[src/rtl/fp_rsqrt_round_pack_if.sv]
// Handshake/bus bundle between the inverse-sqrt mantissa pipeline, the
// round/pack stage and the downstream result consumer.
interface fp_rsqrt_round_pack_if;
  logic        in_valid;
  logic        in_ready;
  logic [55:0] in_mantissa;
  logic [7:0]  in_exponent;
  logic [2:0]  in_rounding_mode;
  logic        in_special_case;
  logic [31:0] in_special_result;
  logic        in_invalid;
  logic        in_div_by_zero;
  logic        out_valid;
  logic        out_ready;
  logic [31:0] out_result;
  logic [4:0]  out_flags;
  logic        drop_err;

  modport master (
    output in_valid, in_mantissa, in_exponent, in_rounding_mode,
           in_special_case, in_special_result, in_invalid, in_div_by_zero,
           out_ready,
    input  in_ready, out_valid, out_result, out_flags, drop_err
  );

  modport slave (
    input  in_valid, in_mantissa, in_exponent, in_rounding_mode,
           in_special_case, in_special_result, in_invalid, in_div_by_zero,
           out_ready,
    output in_ready, out_valid, out_result, out_flags, drop_err
  );
endinterface

[src/rtl/fp_rsqrt_round_pack.sv]
// Normalize/round/pack of a Q4.52 inverse-sqrt mantissa into binary32, with a
// credit-gated output FIFO. Optional sticky flag CSR image: FP_RSQRT_FLAG_ACCUM_EN.
module fp_rsqrt_round_pack #(
  parameter int FIFO_DEPTH = 4
) (
  input  logic                  clk,
  input  logic                  rst,
  fp_rsqrt_round_pack_if.slave  bus
`ifdef FP_RSQRT_FLAG_ACCUM_EN
  ,
  input  logic                  flags_clr,
  output logic [4:0]            flags_accum
`endif
);
  localparam int AW = $clog2(FIFO_DEPTH);

  typedef struct packed {
    logic [22:0] frac;
    logic        g, r, s, sat;
    logic [7:0]  exp;
    logic [2:0]  rm;
    logic        spec;
    logic [31:0] spec_res;
    logic        inv, dbz;
  } sa_t;

  typedef struct packed {
    logic [31:0] result;
    logic [4:0]  flags;
  } ent_t;

  // vld_pipe[0] = stage A, vld_pipe[1] = stage B
  logic [1:0]    vld_pipe;
  sa_t           a_d, a_q;
  ent_t          b_d, b_q;
  ent_t          mem [FIFO_DEPTH];
  logic [AW-1:0] wr_ptr, rd_ptr;
  logic [AW:0]   count;
  logic [AW+1:0] used;
  logic          accept, push, pop;
  logic          inc, carry, inexact;
  logic [22:0]   frac_r;
  logic [7:0]    exp_r;

  assign accept = bus.in_valid & bus.in_ready;
  assign push   = vld_pipe[1];
  assign pop    = bus.out_valid & bus.out_ready;

  // Stage A: pick the 23-bit fraction window depending on where the leading one sits
  always_comb begin
    a_d          = '0;
    a_d.rm       = bus.in_rounding_mode;
    a_d.spec     = bus.in_special_case;
    a_d.spec_res = bus.in_special_result;
    a_d.inv      = bus.in_invalid;
    a_d.dbz      = bus.in_div_by_zero;
    if (|bus.in_mantissa[55:53]) begin
      a_d.frac = '1;
      a_d.exp  = bus.in_exponent;
      a_d.sat  = 1'b1;
    end else if (bus.in_mantissa[52]) begin
      a_d.frac = bus.in_mantissa[51:29];
      a_d.g    = bus.in_mantissa[28];
      a_d.r    = bus.in_mantissa[27];
      a_d.s    = |bus.in_mantissa[26:0];
      a_d.exp  = bus.in_exponent;
    end else begin
      a_d.frac = bus.in_mantissa[50:28];
      a_d.g    = bus.in_mantissa[27];
      a_d.r    = bus.in_mantissa[26];
      a_d.s    = |bus.in_mantissa[25:0];
      a_d.exp  = bus.in_exponent - 8'd1;
    end
  end

  // Stage B: result is always positive, so RDN truncates like RTZ
  always_comb begin
    case (a_q.rm)
      3'b001, 3'b010: inc = 1'b0;
      3'b011:         inc = a_q.g | a_q.r | a_q.s;
      3'b100:         inc = a_q.g;
      default:        inc = a_q.g & (a_q.r | a_q.s | a_q.frac[0]);
    endcase
    {carry, frac_r} = {1'b0, a_q.frac} + 24'(inc);
    exp_r           = a_q.exp + 8'(carry);
    inexact         = a_q.g | a_q.r | a_q.s | a_q.sat;
    if (a_q.spec)
      b_d = '{result: a_q.spec_res, flags: {a_q.inv, a_q.dbz, 3'b000}};
    else
      b_d = '{result: {1'b0, exp_r, frac_r}, flags: {a_q.inv, a_q.dbz, 2'b00, inexact}};
  end

  always_ff @(posedge clk) begin
    if (rst) vld_pipe <= '0;
    else     vld_pipe <= {vld_pipe[0], accept};
  end

  always_ff @(posedge clk) begin
    if (accept)      a_q <= a_d;
    if (vld_pipe[0]) b_q <= b_d;
    if (push)        mem[wr_ptr] <= b_q;
  end

  always_ff @(posedge clk) begin
    if (rst) begin
      wr_ptr <= '0;
      rd_ptr <= '0;
      count  <= '0;
    end else begin
      if (push) wr_ptr <= wr_ptr + AW'(1);
      if (pop)  rd_ptr <= rd_ptr + AW'(1);
      case ({push, pop})
        2'b10:   count <= count + (AW+1)'(1);
        2'b01:   count <= count - (AW+1)'(1);
        default: count <= count;
      endcase
    end
  end

  // Credits cover every beat already in flight, so the FIFO can never overflow
  assign used         = (AW+2)'(count) + (AW+2)'(vld_pipe[0]) + (AW+2)'(vld_pipe[1]);
  assign bus.in_ready = used < (AW+2)'(FIFO_DEPTH);

  assign bus.out_valid  = count != '0;
  assign bus.out_result = bus.out_valid ? mem[rd_ptr].result : '0;
  assign bus.out_flags  = bus.out_valid ? mem[rd_ptr].flags  : '0;

  always_ff @(posedge clk) begin
    if (rst)                                bus.drop_err <= 1'b0;
    else if (bus.in_valid && !bus.in_ready) bus.drop_err <= 1'b1;
  end

`ifdef FP_RSQRT_FLAG_ACCUM_EN
  always_ff @(posedge clk) begin
    if (rst || flags_clr) flags_accum <= '0;
    else if (pop)         flags_accum <= flags_accum | bus.out_flags;
  end
`endif
endmodule
[src/flat_wrapper.sv]
// flat-port wrapper written by rule: the top's interface ports become plain ports
module fp_rsqrt_round_pack_flat 
#(
  parameter int FIFO_DEPTH = 4
)
  (clk, rst, bus_in_valid, bus_in_mantissa, bus_in_exponent, bus_in_rounding_mode, bus_in_special_case, bus_in_special_result, bus_in_invalid, bus_in_div_by_zero, bus_out_ready, bus_in_ready, bus_out_valid, bus_out_result, bus_out_flags, bus_drop_err);
  fp_rsqrt_round_pack_if bus_i ();
  input  logic clk;
  input  logic rst;
  input wire logic [$bits(bus_i.in_valid)-1:0] bus_in_valid;
  input wire logic [$bits(bus_i.in_mantissa)-1:0] bus_in_mantissa;
  input wire logic [$bits(bus_i.in_exponent)-1:0] bus_in_exponent;
  input wire logic [$bits(bus_i.in_rounding_mode)-1:0] bus_in_rounding_mode;
  input wire logic [$bits(bus_i.in_special_case)-1:0] bus_in_special_case;
  input wire logic [$bits(bus_i.in_special_result)-1:0] bus_in_special_result;
  input wire logic [$bits(bus_i.in_invalid)-1:0] bus_in_invalid;
  input wire logic [$bits(bus_i.in_div_by_zero)-1:0] bus_in_div_by_zero;
  input wire logic [$bits(bus_i.out_ready)-1:0] bus_out_ready;
  output wire logic [$bits(bus_i.in_ready)-1:0] bus_in_ready;
  output wire logic [$bits(bus_i.out_valid)-1:0] bus_out_valid;
  output wire logic [$bits(bus_i.out_result)-1:0] bus_out_result;
  output wire logic [$bits(bus_i.out_flags)-1:0] bus_out_flags;
  output wire logic [$bits(bus_i.drop_err)-1:0] bus_drop_err;
  assign bus_i.in_valid = bus_in_valid;
  assign bus_i.in_mantissa = bus_in_mantissa;
  assign bus_i.in_exponent = bus_in_exponent;
  assign bus_i.in_rounding_mode = bus_in_rounding_mode;
  assign bus_i.in_special_case = bus_in_special_case;
  assign bus_i.in_special_result = bus_in_special_result;
  assign bus_i.in_invalid = bus_in_invalid;
  assign bus_i.in_div_by_zero = bus_in_div_by_zero;
  assign bus_i.out_ready = bus_out_ready;
  assign bus_in_ready = bus_i.in_ready;
  assign bus_out_valid = bus_i.out_valid;
  assign bus_out_result = bus_i.out_result;
  assign bus_out_flags = bus_i.out_flags;
  assign bus_drop_err = bus_i.drop_err;
  fp_rsqrt_round_pack #(.FIFO_DEPTH(FIFO_DEPTH)) u_core (.clk(clk), .rst(rst), .bus(bus_i));
endmodule
[config.mk]
export PLATFORM = sky130hd
export DESIGN_NAME = fp_rsqrt_round_pack_flat
export DESIGN_NICKNAME = d
export VERILOG_FILES = /design/src/rtl/fp_rsqrt_round_pack_if.sv /design/src/rtl/fp_rsqrt_round_pack.sv /design/src/flat_wrapper.sv
export SDC_FILE = /design/constraint.sdc
export NUM_CORES = 1
export LEC_CHECK = 0
export CAP_MARGIN = 10
export CORE_AREA = 2 2 149 151
export CTS_CLUSTER_SIZE = 20
export DETAILED_ROUTE_END_ITERATION = 10
export DIE_AREA = 0 0 151 153
export HOLD_SLACK_MARGIN = 0.03
export PLACE_DENSITY_LB_ADDON = 0.1
export SETUP_SLACK_MARGIN = 0.15
export SLEW_MARGIN = 20
export SYNTH_ARGS = -nofsm -noshare
export SYNTH_HDL_FRONTEND = slang
export SYNTH_SLANG_ARGS = --single-unit
[constraint.sdc]
create_clock -name clk -period 3.9 [get_ports clk]
set_clock_uncertainty 0.05 [all_clocks]
set_input_delay 1.17 -clock clk [delete_from_list [all_inputs] [get_ports clk]]
set_output_delay 1.17 -clock clk [all_outputs]
set_load 0.005 [all_outputs]
==> reports/qor.yml, run 1 <==
status:
  run_status: "finished clean"
final_layout:
  layout-area-overhead-vs-synth_pct: 23.9
  seq-cell-share: 0.585
  clkbuf_count: 33
  numSequentialCells: 260
  inv_count: 16
  largest_cell_class: "sequential cells"
  post_route_cells_drive_above_1_share: 0.117
  finalInstanceArea_mm2: 0.0132
  non_clock_buffer_area_share: 0.117
  area.sequential_mm2: 0.00769
  comb_area_mm2: 0.00277
sta:
  worst_slack_ns: 0.326
  setup-violations-final: 0
  grt_setup_unrepaired: "no"
  hold_viol: 0
  maxSlewViolCount: 0
  fin_crit_ns: 3.57
  fmax_ghz: 0.280
  timing.hold.ws_ns: 0.380
  slew_hr: 0.326
critical_path:
  critPathLaunchType: "register"
  worstPathArrival_ns: 2.35
  crit_required_ns: 2.68
  timing.critical_path.slowest_stage_cell: "sky130_fd_sc_hd__or3_2"
  buffers_plus_inverters_on_the_worst_setup_path: 1
  cp-end-kind: "output port"
  critical_path.cell_chain: "or3_2 -> and2_1 -> clkdlybuf4s50_1"
  critical_path_peak_fanout: 38
  cp_slowest_stage_delay_ns: 0.79
routing:
  topRoutingLayerUsed: "met4"
  viasPerCell: 5.33
  routed_wl_mm: 19.5
  vias: 5820
  route.antenna.remaining_nets: 0
  routed-wl-met3_mm: 1.09
  wl_per_cell_um: 17.9
power:
  combinationalPowerShare: 0.191
  power_of_the_clock_network_mw: 2.20
  power.sequential.fraction: 0.486
  power.share.switching: 0.233
logic_synthesis:
  yosysCellCount: 640
  ys_warnings: 0
  synth_simple_gate_area_share: 0.0887
  synthFlopType: "sky130_fd_sc_hd__edfxtp_1"
  synth-xor-area-share: 0.0247
  fa_ha_area_frac: 0.0148
  synth_compound_gate_area_share: 0.0275
  syn_avg_cell_area_um2: 16.6
  synthCells: 640
  ys_async_sr_fraction: 0
  synth.most_common_cell: "sky130_fd_sc_hd__edfxtp_1"
  common_cells: "sky130_fd_sc_hd__edfxtp_1 (248), sky130_fd_sc_hd__nand2_1 (52), sky130_fd_sc_hd__and2_1 (42)"
clock_network:
  clk_transition_reported_paths_ns: 0.07
  tritoncts: "yes"
  clk_latency_ns: 0.51
  clock_tree.htree_level_count: 1
  postCtsSetupBuffers: 0
floorplanning:
  floorplan.tapcells: 280
  core_mm2: 0.0215
  die-area_mm2: 0.0231
  floorplan.die.height_um: 153
  pin_count: 146
placement:
  place_area_mm2: 0.0124
  io_buffers: 143
  globalplace.congestion: 0.818
grt:
  grt_use_met1: 0.241
  number_of_antenna_violations_at_the_first_check_in_global_routing: 0
  largest_net_degree_at_the_start_of_global_routing: 39
hold_path:
  hp-class: "reg2reg"
## run 1: worst paths after layout
| check | cells past startpoint | start | endpoint |
|---|---|---|---|
| setup / recovery | 3 | u_core.count[0]$_SDFFE_PP0P_ | bus_out_result[16] |
| hold / removal | 0 | u_core.a_q[1]$_DFFE_PP_ | u_core.b_q[4]$_DFFE_PP_ |
| setup reg to reg | 13 | u_core.a_q[36]$_DFFE_PP_ | u_core.b_q[33]$_DFFE_PP_ |
| hold reg to reg | 0 | u_core.a_q[1]$_DFFE_PP_ | u_core.b_q[4]$_DFFE_PP_ |
## run 1: timing repair
action                                  4_1_cts  5_1_grt
gates resized                                 1        0
hold buffers                                  0        0
hold endpoints to repair                      0        0
endpoints found under the setup margin       35        0
## run 1: stage by stage
stage | power [mW] | cells | util
after floorplan | 4.05 | 641 | -
after global placement | 4.67 | 1047 | 0.577
after detailed placement | 4.71 | 1047 | 0.577
after CTS | 6.91 | 1092 | 0.612
after global routing | 7.12 | 1092 | 0.612
final | 6.82 | 1092 | 0.612
## run 1: registers in the layout, summed over array words and instances (netlist names), named ones only
signal and flops:
u_core.mem 140, u_core.wr_ptr 2, u_core.b_q 35, u_core.bus.drop_err 1, u_core.a_q 73, u_core.vld_pipe 2, u_core.count 3, u_core.rd_ptr 2
## run 1: cells by family (layout without fill, tap and decap cells)
| logic type | Yosys count | after routing |
|---|---|---|
| flip-flops | 260 | 260 |
| AND/OR/NAND/NOR | 179 | 179 |
| multiplexers | 65 | 65 |
| AND-OR/OR-AND | 49 | 49 |
| buffers and inverters | 44 | 215 |
| XOR/XNOR | 30 | 30 |
| adder cells (fa/ha/maj) | 12 | 12 |
| other | 1 | 2 |
## run 1: placed cells by master (no fill, tap or decap), types with 3 or more instances in the layout
cell type                         netlist  layout
sky130_fd_sc_hd__mux2_2                 4       4
sky130_fd_sc_hd__dfxtp_1               12      10
sky130_fd_sc_hd__xor2_1                14      14
sky130_fd_sc_hd__o21ai_0               24      24
sky130_fd_sc_hd__inv_1                 16      16
sky130_fd_sc_hd__edfxtp_1             248     248
sky130_fd_sc_hd__nand2_1               52      52
sky130_fd_sc_hd__nor4_1                12      12
sky130_fd_sc_hd__clkinv_1               0       5
sky130_fd_sc_hd__clkbuf_1              19       8
sky130_fd_sc_hd__or3_1                  7       6
sky130_fd_sc_hd__or4_1                  5       5
sky130_fd_sc_hd__mux4_2                35      35
sky130_fd_sc_hd__nor3_1                 4       3
sky130_fd_sc_hd__a31oi_1                8       8
sky130_fd_sc_hd__clkdlybuf4s50_1        0     143
sky130_fd_sc_hd__ha_1                  11      11
sky130_fd_sc_hd__nand4_1                4       4
sky130_fd_sc_hd__and2_1                42      39
sky130_fd_sc_hd__buf_4                  2       9
sky130_fd_sc_hd__nor2_1                25      25
sky130_fd_sc_hd__clkbuf_16              0      25
sky130_fd_sc_hd__a21oi_1                5       5
sky130_fd_sc_hd__o31ai_1                5       5
sky130_fd_sc_hd__clkinvlp_4             0       3
sky130_fd_sc_hd__nand3_1               14      14
sky130_fd_sc_hd__mux2i_1               26      26
sky130_fd_sc_hd__xnor2_1               16      16
**Run 1: metal 1**

Supply wires on this layer in grey.
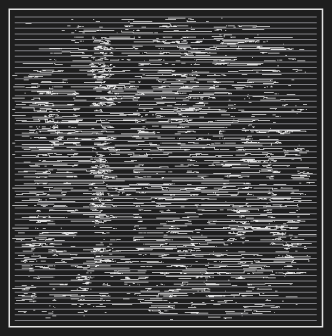
nets with wire on the layer = 804
wire length on this layer = 8,560 um

**Run 1: the metal 2 layer**

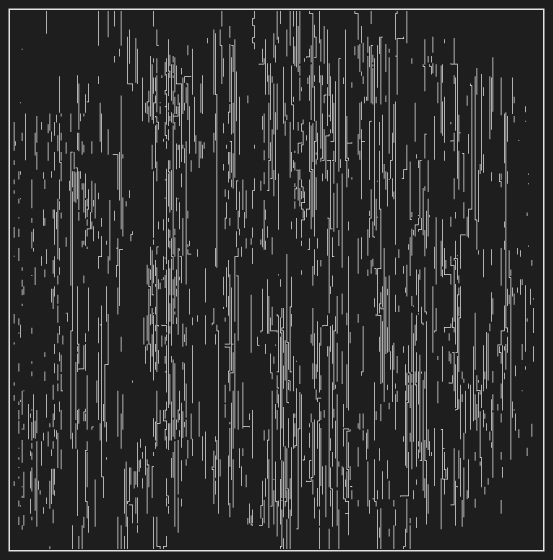
wire length on this layer = 9,430 um
share of all routed wire = 48%
main direction = vertical
nets with wire on the layer = 789
longest straight run = 61.0 um

**Run 1: the metal 3 layer**

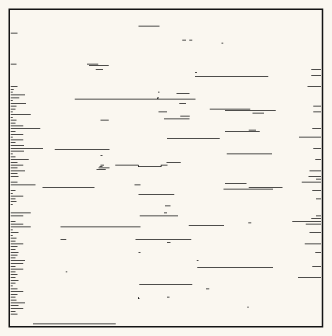
wire length on this layer = 1,090 um
nets with wire on the layer = 134
main direction = horizontal
longest straight run = 58.2 um
share of all routed wire = 5.6%

==> run 2: changes to the inputs <==
- ABC_CLOCK_PERIOD_IN_PS: default -> 3900
- CAP_MARGIN: 10 -> 20
**Run 2: metal 1**

Supply wires on this layer in grey.
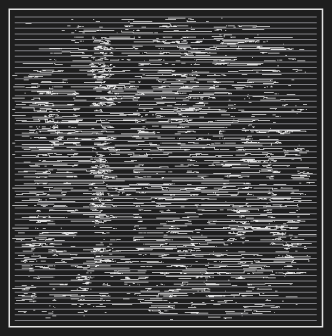
main direction = horizontal
share of all routed wire = 44%
wire length on this layer = 8,560 um

**Run 2: metal 4**

Bar = 50 um. Supply wires on this layer in grey. Cells faint in the background.
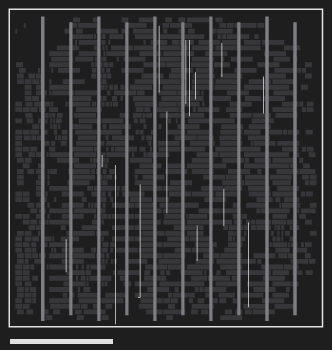
wire length on this layer = 424 um
nets with wire on the layer = 8

==> run 2 against run 1 <==
Effect of this change: synthesized area is the same; synthesized cell count is the same; worst hold slack is the same; critical path depth is the same; sequential share of layout area is the same; cell count is the same; flip-flop count is the same; final area is the same; critical path type unchanged.
==> reports/qor.yml, run 2 <==
logic_synthesis:
  common_cells: "sky130_fd_sc_hd__edfxtp_1 (248), sky130_fd_sc_hd__nand2_1 (52), sky130_fd_sc_hd__and2_1 (42)"
  synth-xor-area-share: 0.0247
  synth.most_common_cell: "sky130_fd_sc_hd__edfxtp_1"
  synthFlopType: "sky130_fd_sc_hd__edfxtp_1"
  yosysTopAreaCell: "sky130_fd_sc_hd__edfxtp_1"
  syn_avg_cell_area_um2: 16.6
  synth_compound_gate_area_share: 0.0275
  yosysCellCount: 640
  synthesis.area_mm2: 0.0106
  synthCells: 640
  ys_warnings: 0
  synth_simple_gate_area_share: 0.0887
  fa_ha_area_frac: 0.0148
routing:
  routed_wl_mm: 19.5
  drt-initial-drc-count: 384
  wl_per_cell_um: 17.9
  route.antenna.remaining_nets: 0
  viasPerCell: 5.33
  vias: 5820
sta:
  worst_slack_ns: 0.326
  fmax_ghz: 0.280
  timing_worst_slew_pin_value_ns: 1.01
  fin_crit_ns: 3.57
  maxSlewViolCount: 0
  slew_hr: 0.326
  setup_tns_ns: 0
  grt_setup_unrepaired: "no"
  setup-violations-final: 0
critical_path:
  worst-setup-path-type: "reg2out"
  critPathLaunchType: "register"
  reg2reg_to: "u_core.b_q[33]$_DFFE_PP_"
  reg2regPathDepth: 13
  cp-end-kind: "output port"
  crit_required_ns: 2.68
  critical_path_peak_fanout: 38
  worstPathArrival_ns: 2.35
  cp_slowest_stage_delay_ns: 0.79
  crit-reg2reg-launch: "u_core.a_q[36]$_DFFE_PP_"
  timing.critical_path.slowest_stage_cell: "sky130_fd_sc_hd__or3_2"
  critical_path.cell_chain: "or3_2 -> and2_1 -> clkdlybuf4s50_1"
grt:
  number_of_antenna_violations_at_the_first_check_in_global_routing: 0
  largest_net_degree_at_the_start_of_global_routing: 39
hold_path:
  worst_hold_path.num_cells: 0
  timing.hold.worst_endpoint: "u_core.b_q[4]$_DFFE_PP_"
final_layout:
  max_flop_register: "u_core.mem"
  largest_register_ff_count: 140
  finalInstanceArea_mm2: 0.0132
  layout_top_cell: "sky130_fd_sc_hd__edfxtp_1"
  finish.cell_count_without_fillers: 1092
  largestRegisters: "u_core.mem: 140 flops, u_core.a_q: 73 flops, u_core.b_q: 35 flops"
  lay_top_cells: "sky130_fd_sc_hd__edfxtp_1 (248), sky130_fd_sc_hd__clkdlybuf4s50_1 (143), sky130_fd_sc_hd__nand2_1 (52)"
  layout-area-overhead-vs-synth_pct: 23.9
  post_route_cells_drive_above_1_share: 0.117
placement:
  placed_cells: 1047
  place_area_mm2: 0.0124
  pre_cts_slack_ns: 0.615
  globalplace.congestion: 0.818
  io_buffers: 143
floorplanning:
  pin_count: 146
  die-area_mm2: 0.0231
  core_mm2: 0.0215
  floorplan.die.height_um: 153
status:
  run_status: "finished clean"
clock_network:
  clock_tree.htree_level_count: 1
  clk_latency_ns: 0.51
  gates_resized_cts_repair: 1
  tritoncts: "yes"
  postCtsSetupBuffers: 0
  clk_transition_reported_paths_ns: 0.07
-- run 2: cell type report --
cell class | instances | area [um^2]
Clock buffer | 33 | 656
Sequential cell | 260 | 7690
Multi-Input combinational cell | 337 | 2770
Fill cell | 1569 | 8330
Tap cell | 280 | 350
Inverter | 16 | 60.1
Clock inverter | 12 | 90.1
Timing Repair Buffer | 154 | 1540
-- run 2: how the worst max path moves through the flow --
stage | startpoint | endpoint | slack (ns) | depth (start not counted)
after floorplan | u_core.vld_pipe[0]$_SDFF_PP0_ | u_core.a_q[0]$_DFFE_PP_ | 0.44 | 3
after global placement | u_core.count[0]$_SDFFE_PP0P_ | bus_out_result[12] | 0.68 | 3
after detailed placement | u_core.count[0]$_SDFFE_PP0P_ | bus_out_result[10] | 0.62 | 3
after CTS | u_core.count[0]$_SDFFE_PP0P_ | bus_out_result[16] | 0.28 | 3
after global routing | u_core.count[0]$_SDFFE_PP0P_ | bus_out_result[10] | 0.21 | 3
final | u_core.count[0]$_SDFFE_PP0P_ | bus_out_result[16] | 0.33 | 3
-- run 2: metrics by stage --
step,power (mW),hold slack [ns],utilization
5_1_grt,7.12,0.399,0.612
3_3_place_gp,4.67,0.360,0.577
6_report,6.82,0.380,0.612
3_5_place_dp,4.71,0.373,0.577
2_1_floorplan,4.05,0.350,-
4_1_cts,6.91,0.385,0.612
-- run 2: critical path: cells and delay by family, from the launching register on --
kind | cells | cell delay (ns)
and+or+nand+nor | 2 | 1.05
buffers and inverters | 1 | 0.45
DFF | 1 | 0.34
-- run 2: logic make-up after synthesis --
group / count (synthesis)
and+or+nand+nor: 179
AOI/OAI and AO/OA: 49
buffers and inverters: 44
adders and majority gates: 12
xor gates and xnor gates: 30
other: 1
muxes: 65
DFF: 260
-- run 2: power breakdown --
| part | total (mW) | switching (mW) | internal, mW |
|---|---|---|---|
| sequential | 3.32 | 0.0842 | 3.23 |
| clock | 2.20 | 0.950 | 1.25 |
| combinational | 1.30 | 0.552 | 0.753 |
| total | 6.82 | 1.59 | 5.23 |
-- run 2: per-layer routing --
| metal | part of all wire | track usage | vias to the layer above |
|---|---|---|---|
| li1 | - | - | 2761 |
| met1 | 0.44 | 0.241 | 2831 |
| met2 | 0.48 | 0.282 | 195 |
| met3 | 0.056 | 0.0266 | 33 |
| met4 | 0.022 | 0.0521 | 0 |
| met5 | 0 | 0 | - |
==> run 3: changes to the inputs <==
- HOLD_SLACK_MARGIN: 0.03 -> 0.02
**Run 3: metal 4**

Bar = 50 um. Supply wires on this layer in grey. Cells faint in the background.
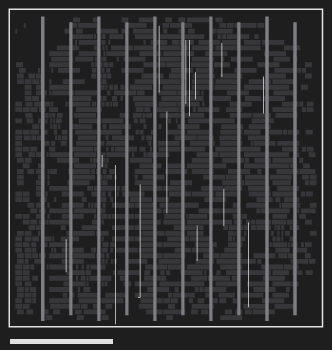
share of all routed wire = 2.2%
longest straight run = 76.8 um
wire length on this layer = 424 um

==> run 3 against run 2 <==
Effect of this change: cell count is the same; flip-flop count stayed put; synthesized cell count did not move; power is the same; first-iteration DRC count stayed put; combinational power about the same; clock power about the same; routed wire length is the same; non-clock buffer count did not move; global-route usage unchanged; clock-buffer cell count is the same; register-to-register slack barely moved; critical endpoint unchanged; highest routed layer unchanged.
==> reports/qor.yml, run 3 <==
logic_synthesis:
  synth-xor-area-share: 0.0247
  yosysTopAreaCell: "sky130_fd_sc_hd__edfxtp_1"
  synth.most_common_cell: "sky130_fd_sc_hd__edfxtp_1"
  fa_ha_area_frac: 0.0148
  synth_compound_gate_area_share: 0.0275
  ys_async_sr_fraction: 0
  common_cells: "sky130_fd_sc_hd__edfxtp_1 (248), sky130_fd_sc_hd__nand2_1 (52), sky130_fd_sc_hd__and2_1 (42)"
  ys_ff: 260
  synthCells: 640
  synth_simple_gate_area_share: 0.0887
critical_path:
  critical_path_peak_fanout: 38
  cp_slowest_stage_delay_ns: 0.79
  timing.critical_path.slowest_stage_cell: "sky130_fd_sc_hd__or3_2"
  cp-end-kind: "output port"
  critPathLaunchType: "register"
  worstPathArrival_ns: 2.35
  crit_required_ns: 2.68
  worst-setup-path-type: "reg2out"
grt:
  largest_net_degree_at_the_start_of_global_routing: 39
floorplanning:
  die-area_mm2: 0.0231
  pin_count: 146
  core_mm2: 0.0215
sta:
  grt_setup_unrepaired: "no"
  fmax_ghz: 0.280
  slew_hr: 0.326
  fin_crit_ns: 3.57
  timing_worst_slew_pin_value_ns: 1.01
  setup-violations-final: 0
  maxSlewViolCount: 0
  setup_tns_ns: 0
routing:
  route.antenna.remaining_nets: 0
  viasPerCell: 5.33
  drt-initial-drc-count: 384
  routed_wl_mm: 19.5
  wl_per_cell_um: 17.9
clock_network:
  clk_transition_reported_paths_ns: 0.07
  clock_tree.htree_level_count: 1
  tritoncts: "yes"
  clk_latency_ns: 0.51
final_layout:
  post_route_cells_drive_above_1_share: 0.117
  layout-area-overhead-vs-synth_pct: 23.9
  num-fill-cells: 1569
  largestRegisters: "u_core.mem: 140 flops, u_core.a_q: 73 flops, u_core.b_q: 35 flops"
  lay_top_cells: "sky130_fd_sc_hd__edfxtp_1 (248), sky130_fd_sc_hd__clkdlybuf4s50_1 (143), sky130_fd_sc_hd__nand2_1 (52)"
  largest_register_ff_count: 140
  layout_top_cell: "sky130_fd_sc_hd__edfxtp_1"
  finalInstanceArea_mm2: 0.0132
power:
  power.share.switching: 0.233
  pwr-share-clk: 0.322
  power.sequential.fraction: 0.486
  finalPower_mw: 6.82
  power.switching_mw: 1.59
placement:
  io_buffers: 143
hold_path:
  hp-class: "reg2reg"
status:
  run_status: "finished clean"
**Run 3: the metal 2 layer**

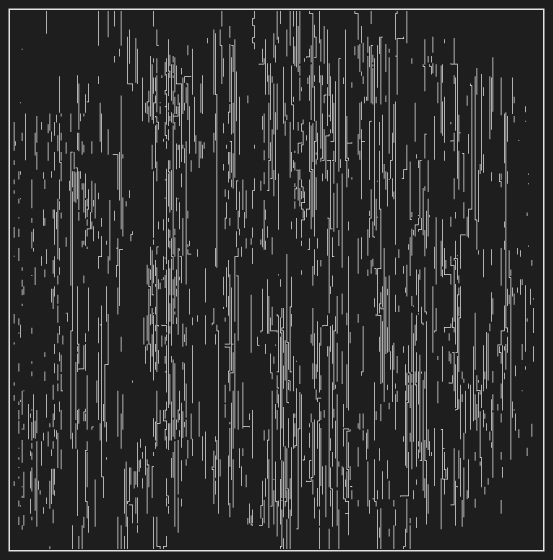
longest straight run = 61.0 um
nets with wire on the layer = 789

[run 3: cell counts after synthesis]
Identical to the previous run, type by type.
[run 3: power by group through the flow]
stage / sequential (mW) / clock, mW / combinational (mW)
3_5_place_dp: 3.38 / 0 / 1.34
2_1_floorplan: 3.35 / 0 / 0.699
3_3_place_gp: 3.37 / 0 / 1.31
6_report: 3.32 / 2.20 / 1.30
5_1_grt: 3.33 / 2.36 / 1.43
4_1_cts: 3.32 / 2.25 / 1.34
[run 3: area by class of cell]
class | count | area (um^2) | share of cell area
well taps | 280 | 350 | 0.0266
clock buffers | 33 | 656 | 0.0499
repair buffers | 154 | 1540 | 0.117
flip-flops and latches | 260 | 7690 | 0.585
inverters | 16 | 60.1 | 0.00457
multi-input cells | 337 | 2770 | 0.210
clock inverters | 12 | 90.1 | 0.00685
[run 3: path summary, 6_finish.rpt]
path | startpoint | to | slack, ns | cells past startpoint
worst max register to register | u_core.a_q[36]$_DFFE_PP_ | u_core.b_q[33]$_DFFE_PP_ | 0.69 | 13
worst min-delay path | u_core.a_q[1]$_DFFE_PP_ | u_core.b_q[4]$_DFFE_PP_ | 0.38 | 0
worst max-delay path | u_core.count[0]$_SDFFE_PP0P_ | bus_out_result[16] | 0.33 | 3
worst min register to register | u_core.a_q[1]$_DFFE_PP_ | u_core.b_q[4]$_DFFE_PP_ | 0.38 | 0
[run 3: what timing repair did]
item,4_1_cts,5_1_grt
hold buffers,0,0
endpoints found under the setup margin,35,0
gates resized,1,0
setup buffers,0,0
[run 3: per-stage QoR]
step | std cells | utilization | hold WS [ns] | setup WS, ns
floorplan | 641 | - | 0.350 | 0.442
global placement | 1047 | 0.577 | 0.360 | 0.679
detailed placement | 1047 | 0.577 | 0.373 | 0.615
CTS | 1092 | 0.612 | 0.385 | 0.276
global route | 1092 | 0.612 | 0.399 | 0.213
finish | 1092 | 0.612 | 0.380 | 0.326
[run 3: kinds of logic after synthesis]
kind of cell | count (synthesis)
AND-OR/OR-AND | 49
XOR/XNOR | 30
adder cells (fa/ha/maj) | 12
buffers and inverters | 44
flip-flops | 260
multiplexers | 65
other | 1
AND/OR/NAND/NOR | 179
[run 3: critical path: cells and delay by family, from the launching register on]
kind / cells / cell delay, ns
AND/OR/NAND/NOR: 2 / 1.05
flip-flops: 1 / 0.34
buffers and inverters: 1 / 0.45
[run 3: metal layers]
metal	up-vias	GRT usage	part of all wire
li1	2761	-	-
met5	-	0	0
met2	195	0.282	0.48
met4	0	0.0521	0.022
met1	2831	0.241	0.44
met3	33	0.0266	0.056
Power is estimated from default activity; no workload was simulated.
